Where the registers sit:
Other sequential cells in the stronger gray, the rest of the logic in the fainter gray.
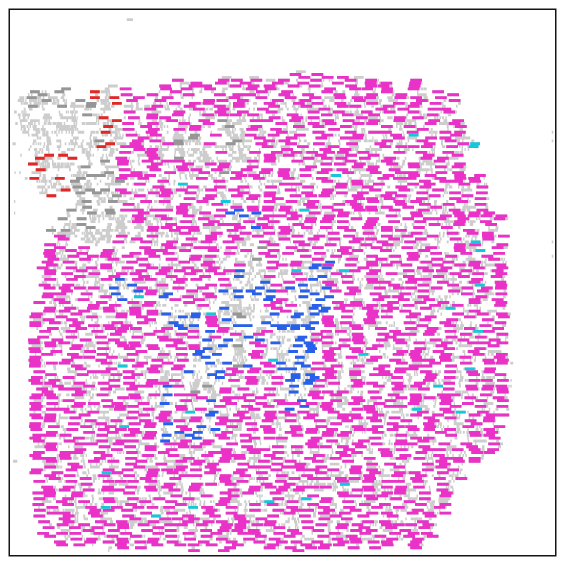
Zoomed window:
Scale bar: 20 um. Window x 103 to 153, y 103 to 153 um. Cells in gray, sequential cells in the stronger gray; small squares are vias.
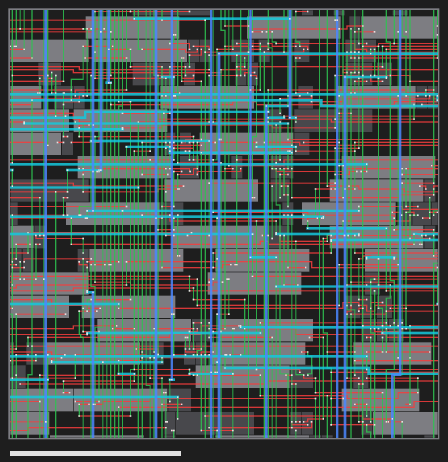
Routed metal per tile:
Scale bar: 200 um. 26 x 26 tiles, from black (low) to pale yellow (high), scaled to the fullest tile. Values are wire area over tile area, all layers added.
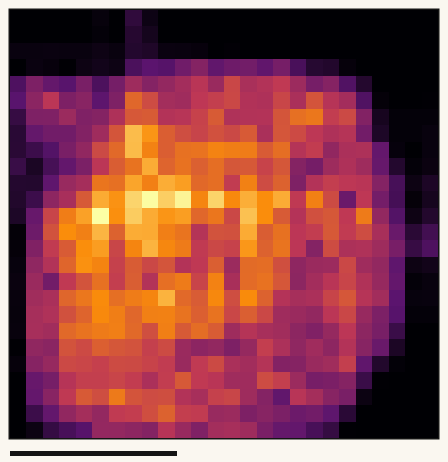
Cells colored by class:
Fill, decap, tap and diode cells in gray.
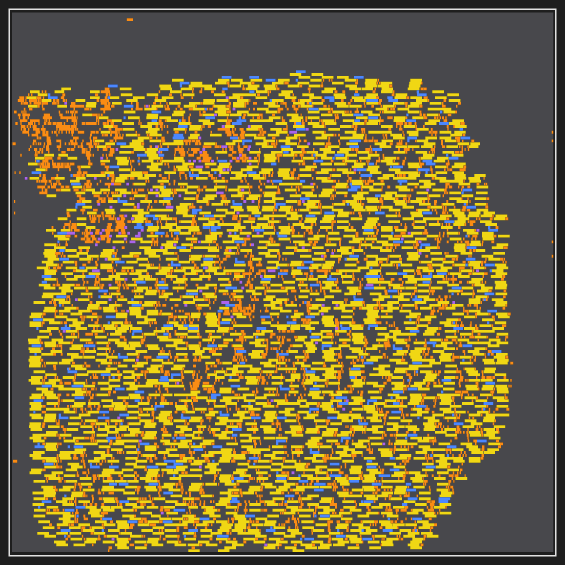
## config.mk

```make
export PLATFORM = sky130hd
export DESIGN_NAME = wb_daq_multichannel_flat
export DESIGN_NICKNAME = d
export VERILOG_FILES = /design/src/rtl/wb_daq_multichannel_if.sv /design/src/rtl/wb_daq_multichannel.sv /design/src/flat_wrapper.sv
export SDC_FILE = /design/constraint.sdc
export NUM_CORES = 2
export LEC_CHECK = 0
export ABC_AREA = 1
export CORE_MARGIN = 1.5
export CORE_UTILIZATION = 35
export DETAILED_ROUTE_END_ITERATION = 12
export DONT_BUFFER_PORTS = 1
export PLACE_DENSITY_LB_ADDON = 0.2
export SYNTH_ARGS = -nofsm -noshare
export SYNTH_HDL_FRONTEND = slang
export SYNTH_SLANG_ARGS = --single-unit
```

## constraint.sdc

```tcl
create_clock -name wb_clk -period 9.75 [get_ports wb_clk]
set_input_delay 1.95 -clock wb_clk [delete_from_list [all_inputs] [get_ports wb_clk]]
set_output_delay 1.95 -clock wb_clk [all_outputs]
set_load 0.01 [all_outputs]
```

## src/rtl/wb_daq_multichannel_if.sv

```systemverilog
// SRAM-writer handshake of the multichannel DAQ: packed word, source channel,
// one-cycle write request and the writer's word-complete pulse.
interface wb_daq_multichannel_if #(
  parameter int dw           = 32,
  parameter int NUM_CHANNELS = 4
);
  localparam int CW = $clog2(NUM_CHANNELS);

  logic [dw-1:0] data_out;
  logic          start_sram;
  logic [CW-1:0] channel_id;
  logic          data_done;

  modport master (
    output data_out,
    output start_sram,
    output channel_id,
    input  data_done
  );

  modport slave (
    input  data_out,
    input  start_sram,
    input  channel_id,
    output data_done
  );
endinterface

```

## src/rtl/wb_daq_multichannel.sv

```systemverilog
// Multichannel ADC sample packer with per-channel FIFOs and a round-robin burst arbiter
// feeding an SRAM writer. Define WB_DAQ_MULTICHANNEL_OVERFLOW_EN for sticky overflow flags.
module wb_daq_multichannel #(
  parameter int dw             = 32,
  parameter int ADC_DATA_WIDTH = 8,
  parameter int FIFO_DEPTH     = 16,
  parameter int NUM_CHANNELS   = 4,
  parameter int CW             = $clog2(NUM_CHANNELS),
  parameter int FW             = $clog2(FIFO_DEPTH) + 1
) (
  input  logic                                     wb_clk,
  input  logic                                     wb_rst,
  input  logic                                     master_enable,
  input  logic [NUM_CHANNELS-1:0]                  channel_enable,
  input  logic [NUM_CHANNELS-1:0]                  signed_data,
  input  logic [NUM_CHANNELS*ADC_DATA_WIDTH-1:0]   adc_data_in,
  input  logic [NUM_CHANNELS-1:0]                  adc_data_ready,
  input  logic [FW-1:0]                            fifo_number_samples_terminal,
  output logic [NUM_CHANNELS-1:0]                  fifo_empty,
  output logic [NUM_CHANNELS-1:0]                  overflow,
  wb_daq_multichannel_if.master                    sram
);
  localparam int SPW = dw / ADC_DATA_WIDTH;
  localparam int SCW = (SPW > 1) ? $clog2(SPW) : 1;
  localparam int PW  = (FIFO_DEPTH > 1) ? $clog2(FIFO_DEPTH) : 1;
  localparam logic [FW-1:0] DEPTH_W = FW'(FIFO_DEPTH);

  typedef enum logic [2:0] {IDLE, ARB, POP, START, WAIT_DONE} state_t;
  state_t state_reg, state_next;

  logic [NUM_CHANNELS-1:0] active, push, pop, full;
  logic [dw-1:0]           word   [NUM_CHANNELS];
  logic [PW-1:0]           wr_ptr [NUM_CHANNELS];
  logic [PW-1:0]           rd_ptr [NUM_CHANNELS];
  logic [FW-1:0]           count  [NUM_CHANNELS];
  logic [dw-1:0]           mem    [NUM_CHANNELS][FIFO_DEPTH];

  logic [CW-1:0] burst_ch_reg, last_served_reg, pick, rr_idx;
  logic [FW-1:0] burst_cnt_reg, terminal;
  logic          pick_valid;

  assign active = {NUM_CHANNELS{master_enable}} & channel_enable;

  genvar gi;
  generate
    for (gi = 0; gi < NUM_CHANNELS; gi++) begin : g_ch
      logic [ADC_DATA_WIDTH-1:0] sample;
      logic [SCW-1:0]            sample_cnt_reg;
      logic [dw-1:0]             word_reg;
      logic                      push_reg;
      logic [FW-1:0]             count_reg;
      logic [PW-1:0]             wr_ptr_reg, rd_ptr_reg;
      logic                      push_ok, pop_ok;

      // Offset binary to two's complement is just a flip of the sample MSB.
      assign sample = adc_data_in[gi*ADC_DATA_WIDTH +: ADC_DATA_WIDTH]
                      ^ (ADC_DATA_WIDTH'(signed_data[gi]) << (ADC_DATA_WIDTH-1));

      always_ff @(posedge wb_clk or posedge wb_rst) begin
        if (wb_rst) begin
          sample_cnt_reg <= '0;
          word_reg       <= '0;
          push_reg       <= 1'b0;
        end else begin
          push_reg <= 1'b0;
          if (!active[gi]) begin
            sample_cnt_reg <= '0;
          end else if (adc_data_ready[gi]) begin
            word_reg[sample_cnt_reg*ADC_DATA_WIDTH +: ADC_DATA_WIDTH] <= sample;
            if (sample_cnt_reg == SCW'(SPW-1)) begin
              sample_cnt_reg <= '0;
              push_reg       <= 1'b1;
            end else begin
              sample_cnt_reg <= sample_cnt_reg + SCW'(1);
            end
          end
        end
      end

      // A push into a full FIFO is dropped even if a pop happens in the same cycle.
      assign full[gi] = (count_reg == DEPTH_W);
      assign push_ok  = push_reg && !full[gi];
      assign pop_ok   = pop[gi] && (count_reg != '0);

      always_ff @(posedge wb_clk or posedge wb_rst) begin
        if (wb_rst) begin
          count_reg  <= '0;
          wr_ptr_reg <= '0;
          rd_ptr_reg <= '0;
        end else begin
          if (push_ok) wr_ptr_reg <= wr_ptr_reg + PW'(1);
          if (pop_ok)  rd_ptr_reg <= rd_ptr_reg + PW'(1);
          if (push_ok && !pop_ok)      count_reg <= count_reg + FW'(1);
          else if (pop_ok && !push_ok) count_reg <= count_reg - FW'(1);
        end
      end

      assign push[gi]       = push_ok;
      assign word[gi]       = word_reg;
      assign wr_ptr[gi]     = wr_ptr_reg;
      assign rd_ptr[gi]     = rd_ptr_reg;
      assign count[gi]      = count_reg;
      assign fifo_empty[gi] = (count_reg == '0);
      assign pop[gi]        = (state_reg == POP) && (burst_ch_reg == CW'(gi));

`ifdef WB_DAQ_MULTICHANNEL_OVERFLOW_EN
      logic overflow_reg;
      always_ff @(posedge wb_clk or posedge wb_rst) begin
        if (wb_rst)                               overflow_reg <= 1'b0;
        else if (!channel_enable[gi])             overflow_reg <= 1'b0;
        else if (push_reg && full[gi])            overflow_reg <= 1'b1;
      end
      assign overflow[gi] = overflow_reg;
`else
      assign overflow[gi] = 1'b0;
`endif
    end
  endgenerate

  always_ff @(posedge wb_clk) begin
    for (int c = 0; c < NUM_CHANNELS; c++)
      if (push[c]) mem[c][wr_ptr[c]] <= word[c];
  end

  always_comb begin
    terminal = fifo_number_samples_terminal;
    if (fifo_number_samples_terminal == '0)        terminal = FW'(1);
    else if (fifo_number_samples_terminal > DEPTH_W) terminal = DEPTH_W;
  end

  // Scan farthest-first so the channel nearest after last_served wins.
  always_comb begin
    pick       = last_served_reg;
    pick_valid = 1'b0;
    rr_idx     = '0;
    for (int i = NUM_CHANNELS; i >= 1; i--) begin
      rr_idx = CW'((int'(last_served_reg) + i) % NUM_CHANNELS);
      if (active[rr_idx] && (count[rr_idx] >= terminal)) begin
        pick       = rr_idx;
        pick_valid = 1'b1;
      end
    end
  end

  always_ff @(posedge wb_clk or posedge wb_rst) begin
    if (wb_rst) state_reg <= IDLE;
    else        state_reg <= state_next;
  end

  always_comb begin
    state_next = state_reg;
    case (state_reg)
      IDLE:      state_next = ARB;
      ARB:       state_next = pick_valid ? POP : IDLE;
      POP:       state_next = START;
      START:     state_next = WAIT_DONE;
      WAIT_DONE: if (sram.data_done) state_next = (burst_cnt_reg == FW'(1)) ? IDLE : POP;
      default:   state_next = IDLE;
    endcase
  end

  always_comb begin
    sram.start_sram = (state_reg == START);
  end

  always_ff @(posedge wb_clk or posedge wb_rst) begin
    if (wb_rst) begin
      burst_ch_reg    <= '0;
      burst_cnt_reg   <= '0;
      last_served_reg <= CW'(NUM_CHANNELS-1);
      sram.data_out   <= '0;
      sram.channel_id <= '0;
    end else begin
      case (state_reg)
        ARB: if (pick_valid) begin
          burst_ch_reg  <= pick;
          burst_cnt_reg <= terminal;
        end
        POP: begin
          sram.data_out   <= mem[burst_ch_reg][rd_ptr[burst_ch_reg]];
          sram.channel_id <= burst_ch_reg;
        end
        WAIT_DONE: if (sram.data_done) begin
          burst_cnt_reg <= burst_cnt_reg - FW'(1);
          if (burst_cnt_reg == FW'(1)) last_served_reg <= burst_ch_reg;
        end
        default: ;
      endcase
    end
  end
endmodule

```

## src/flat_wrapper.sv

```systemverilog
// flat-port wrapper written by rule: the top's interface ports become plain ports
module wb_daq_multichannel_flat 
#(
  parameter int dw             = 32,
  parameter int ADC_DATA_WIDTH = 8,
  parameter int FIFO_DEPTH     = 16,
  parameter int NUM_CHANNELS   = 4,
  parameter int CW             = $clog2(NUM_CHANNELS),
  parameter int FW             = $clog2(FIFO_DEPTH) + 1
)
  (wb_clk, wb_rst, master_enable, channel_enable, signed_data, adc_data_in, adc_data_ready, fifo_number_samples_terminal, fifo_empty, overflow, sram_data_out, sram_start_sram, sram_channel_id, sram_data_done);
  wb_daq_multichannel_if #(.dw(dw), .NUM_CHANNELS(NUM_CHANNELS)) sram_i ();
  input  logic wb_clk;
  input  logic wb_rst;
  input  logic master_enable;
  input  logic [NUM_CHANNELS-1:0] channel_enable;
  input  logic [NUM_CHANNELS-1:0] signed_data;
  input  logic [NUM_CHANNELS*ADC_DATA_WIDTH-1:0] adc_data_in;
  input  logic [NUM_CHANNELS-1:0] adc_data_ready;
  input  logic [FW-1:0] fifo_number_samples_terminal;
  output logic [NUM_CHANNELS-1:0] fifo_empty;
  output logic [NUM_CHANNELS-1:0] overflow;
  output wire logic [$bits(sram_i.data_out)-1:0] sram_data_out;
  output wire logic [$bits(sram_i.start_sram)-1:0] sram_start_sram;
  output wire logic [$bits(sram_i.channel_id)-1:0] sram_channel_id;
  input wire logic [$bits(sram_i.data_done)-1:0] sram_data_done;
  assign sram_data_out = sram_i.data_out;
  assign sram_start_sram = sram_i.start_sram;
  assign sram_channel_id = sram_i.channel_id;
  assign sram_i.data_done = sram_data_done;
  wb_daq_multichannel #(.dw(dw), .ADC_DATA_WIDTH(ADC_DATA_WIDTH), .FIFO_DEPTH(FIFO_DEPTH), .NUM_CHANNELS(NUM_CHANNELS), .CW(CW), .FW(FW)) u_core (.wb_clk(wb_clk), .wb_rst(wb_rst), .master_enable(master_enable), .channel_enable(channel_enable), .signed_data(signed_data), .adc_data_in(adc_data_in), .adc_data_ready(adc_data_ready), .fifo_number_samples_terminal(fifo_number_samples_terminal), .fifo_empty(fifo_empty), .overflow(overflow), .sram(sram_i));
endmodule
```

==> impl_metrics.json <==
{
  "edf_count": 2048,
  "synth.avg_cell_area_sq_um": 12.4,
  "cp.arrival_ns": 5.45,
  "routed_wl_um": 365000,
  "status": "complete, but fails checks",
  "inverters_excl_clock": 334,
  "hold_path_depth": 1,
  "cap_viol_max_count": 1,
  "nFillCells": 24300,
  "sw_frac_of_total_pct": 39.5,
  "post-route-period-util_pct": 47.1,
  "dp_cells": 10500,
  "gp_congestion": 0.851,
  "wl_met1_um": 146000,
  "worst-path-buf-inv": 3,
  "syn_to_final_growth_pct": 13.3,
  "cp.depth": 13,
  "comb_cells": 4347,
  "rsz0062_at_grt": "no",
  "violations": "max-capacitance violations"
}
Notes on 'where the registers sit' above:
red -> u_core.g_ch.count_reg  # placed flops 20, where north-west
cyan -> u_core.sram.data_out  # placed flops 32
magenta -> u_core.mem  # placed flops 2048, where widely spread
blue -> u_core.g_ch.word_reg  # placed flops 128, where center
not colored = 58

Notes on 'zoomed window' above:
blue -> M4
red -> M1
green -> M2
cyan -> M3
most frequent = edfxtp_1 (30), nand2_1 (29), nand3_1 (9)
cells with their middle in the window = 102
netlist names of flops here include = u_core.mem (30), u_core.g_ch.word_reg (5)
sequential cells in the window = 36

Notes on 'routed metal per tile' above:
emptiest ninth of the die = north-east
mean over tiles = 0.23
nearly empty tiles = 19%

Notes on 'cells colored by class' above:
purple -> remaining buffers and delay cells  # cells 133, share of their area 1.1%
yellow -> registers  # cells 2286, share of their area 68%
blue -> clock drivers and dummy loads  # cells 448, share of their area 7.8%
orange -> remaining logic cells  # cells 4681, share of their area 23%

